**config.mk**
```make
export PLATFORM = sky130hd
export DESIGN_NAME = mul_arbiter
export DESIGN_NICKNAME = d
export VERILOG_FILES = /design/src/rtl/mul_arbiter.sv
export SDC_FILE = /design/constraint.sdc
export NUM_CORES = 1
export LEC_CHECK = 0
export CAP_MARGIN = 10
export CORE_ASPECT_RATIO = 1.4
export CORE_MARGIN = 1.5
export CORE_UTILIZATION = 45
export CTS_BUF_LIST = sky130_fd_sc_hd__clkbuf_8
export DETAILED_ROUTE_END_ITERATION = 8
export PLACE_DENSITY_LB_ADDON = 0.2
export SYNTH_ARGS = -nofsm -noshare
export SYNTH_HDL_FRONTEND = slang
export SYNTH_SLANG_ARGS = --single-unit
export TNS_END_PERCENT = 20
```
**constraint.sdc**
```tcl
create_clock -name clk_i -period 3.75 [get_ports clk_i]
set_clock_uncertainty 0.2 [all_clocks]
set_input_delay 0.75 -clock clk_i [delete_from_list [all_inputs] [get_ports clk_i]]
set_output_delay 0.75 -clock clk_i [all_outputs]
set_load 0.1 [all_outputs]
```
**src/rtl/mul_arbiter.sv**
```systemverilog
// mul_arbiter: round-robin sharing of one sequential multiplier among N requesters,
// with a start/busy watchdog that returns an error result on a hung multiplier.
module mul_arbiter #(
  parameter int N        = 4,
  parameter int W        = 8,
  parameter int START_TO = 4,
  parameter int DONE_TO  = 64
) (
  input  logic           clk_i,
  input  logic           rst_i,
  input  logic [N-1:0]   req_i,
  input  logic [N*W-1:0] a_bi,
  input  logic [N*W-1:0] b_bi,
  output logic [N-1:0]   ack_o,
  output logic [N-1:0]   done_o,
  output logic [2*W-1:0] y_bo,
  output logic           err_o,
  output logic           busy_o,
  output logic           mul_start_o,
  output logic [W-1:0]   mul_a_bo,
  output logic [W-1:0]   mul_b_bo,
  input  logic           mul_busy_i,
  input  logic [2*W-1:0] mul_y_bi
);
  localparam int IW = (N > 1) ? $clog2(N) : 1;
  localparam int CW = $clog2(((DONE_TO > START_TO) ? DONE_TO : START_TO) + 1);
  localparam logic [2:0] IDLE      = 3'd0;
  localparam logic [2:0] ISSUE     = 3'd1;
  localparam logic [2:0] WAIT_BUSY = 3'd2;
  localparam logic [2:0] WAIT_DONE = 3'd3;
  localparam logic [2:0] RESP      = 3'd4;
  logic [2:0]    state;
  logic [IW-1:0] ptr, owner, gnt;
  logic          found;
  logic [CW-1:0] cnt;
  // scan downward so the requester closest at/after ptr wins
  always_comb begin
    found = 1'b0;
    gnt   = '0;
    for (int i = N - 1; i >= 0; i--) begin
      if (req_i[(int'(ptr) + i) % N]) begin
        found = 1'b1;
        gnt   = IW'((int'(ptr) + i) % N);
      end
    end
  end
  assign busy_o = state != IDLE;
  always_ff @(posedge clk_i or negedge rst_i) begin
    if (!rst_i) begin
      state       <= IDLE;
      ptr         <= '0;
      owner       <= '0;
      cnt         <= '0;
      ack_o       <= '0;
      done_o      <= '0;
      y_bo        <= '0;
      err_o       <= 1'b0;
      mul_start_o <= 1'b0;
      mul_a_bo    <= '0;
      mul_b_bo    <= '0;
    end else begin
      ack_o       <= '0;
      done_o      <= '0;
      mul_start_o <= 1'b0;
      case (state)
        IDLE: if (found) begin
          ack_o       <= N'(1) << gnt;
          mul_a_bo    <= a_bi[int'(gnt)*W +: W];
          mul_b_bo    <= b_bi[int'(gnt)*W +: W];
          owner       <= gnt;
          ptr         <= (gnt == IW'(N - 1)) ? '0 : gnt + 1'b1;
          mul_start_o <= 1'b1;
          state       <= ISSUE;
        end
        ISSUE: begin
          cnt   <= '0;
          state <= WAIT_BUSY;
        end
        WAIT_BUSY: if (mul_busy_i) begin
          cnt   <= '0;
          state <= WAIT_DONE;
        end else if (cnt == CW'(START_TO - 1)) begin
          y_bo   <= '0;
          err_o  <= 1'b1;
          done_o <= N'(1) << owner;
          state  <= RESP;
        end else cnt <= cnt + 1'b1;
        WAIT_DONE: if (!mul_busy_i) begin
          y_bo   <= mul_y_bi;
          err_o  <= 1'b0;
          done_o <= N'(1) << owner;
          state  <= RESP;
        end else if (cnt == CW'(DONE_TO - 1)) begin
          y_bo   <= '0;
          err_o  <= 1'b1;
          done_o <= N'(1) << owner;
          state  <= RESP;
        end else cnt <= cnt + 1'b1;
        RESP: begin
          err_o <= 1'b0;
          state <= IDLE;
        end
        default: state <= IDLE;
      endcase
    end
  end
endmodule

```
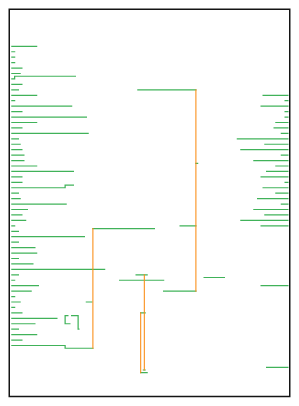
metal_stack.png
(4 px per um) Only two layers are drawn.
Key: orange = met4 [wire length 119 um]; green = met3 [wire length 535 um]

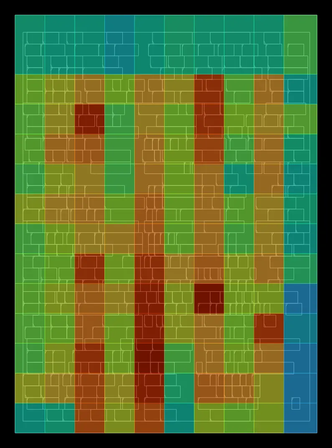
final_congestion.png
met3 Track Usage GR: 0.06224
Total GRT Usage: 0.2202
GR peak layer: met2

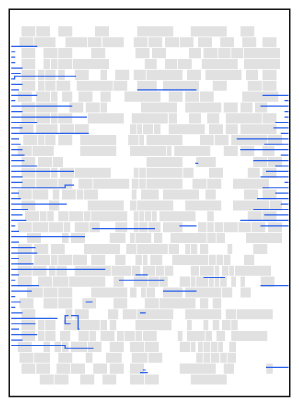
met3.png
(4 px per um)
The wires run mostly horizontal. The layer holds 7.3% of the routed length. 90 nets have wire on it. The layer carries 535 um of wire. The longest straight run is 23.2 um.
DRT Wirelength: 7346 um
routed vias: 2536

==> flow_metrics.env <==
# implementation run metrics
export IMPL_maxCapViolCount=0
export IMPL_final_area_sq_um=4230
export IMPL_timing_hold_ws_ps=309.6
export IMPL_clock_sinks=56
export IMPL_lay_top_count="clkdlybuf4s50_1"
export IMPL_drt_initial_drc_count=156
export IMPL_numCtsBuffers=5
export IMPL_top_layer_used="met4"
export IMPL_synth_most_common_cell="dfrtp_1"
export IMPL_outcome="finished, final reports clean"
export IMPL_dr_pass1_iters=4
export IMPL_critPathLaunchType="register"
export IMPL_nonClkBufAreaFrac=0.3120
export IMPL_synthAoiAreaFrac=0.2496
export IMPL_wl_per_cell_um=16.11
export IMPL_hold_violations=0
export IMPL_r2r_slack_ps=1270
export IMPL_nWellTaps=70
export IMPL_ys_sh_simple=0.1306
export IMPL_reg2regPathDepth=5
export IMPL_crit_arrival_ps=2230
export IMPL_drtAntennaViolNets=0
export IMPL_placementRows=33
export IMPL_flops=56
export IMPL_grt_pass1_vias=2600
export IMPL_regArea_sq_um=1401
export IMPL_top_regs="y_bo (16), mul_a_bo (8), mul_b_bo (8)"
export IMPL_final_clk_cell_share=0.02100
export IMPL_viasPerCell=5.561
export IMPL_design_core_area_sq_um=5946
export IMPL_drv_slew=0
export IMPL_gr_usage_met2=0.4175
export IMPL_syn_area_per_cell_sq_um=10.76
export IMPL_clockPowerShare=0.082
export IMPL_antenna_found_initial=0
export IMPL_async_reset_ff_frac=1.000
export IMPL_synth_top_cell_by_area="dfrtp_1"
export IMPL_fp_utilization=0.4722
export IMPL_fin_ws_ps=574.2
export IMPL_ctsResizeCount=0
export IMPL_cp_endpoint="busy_o"
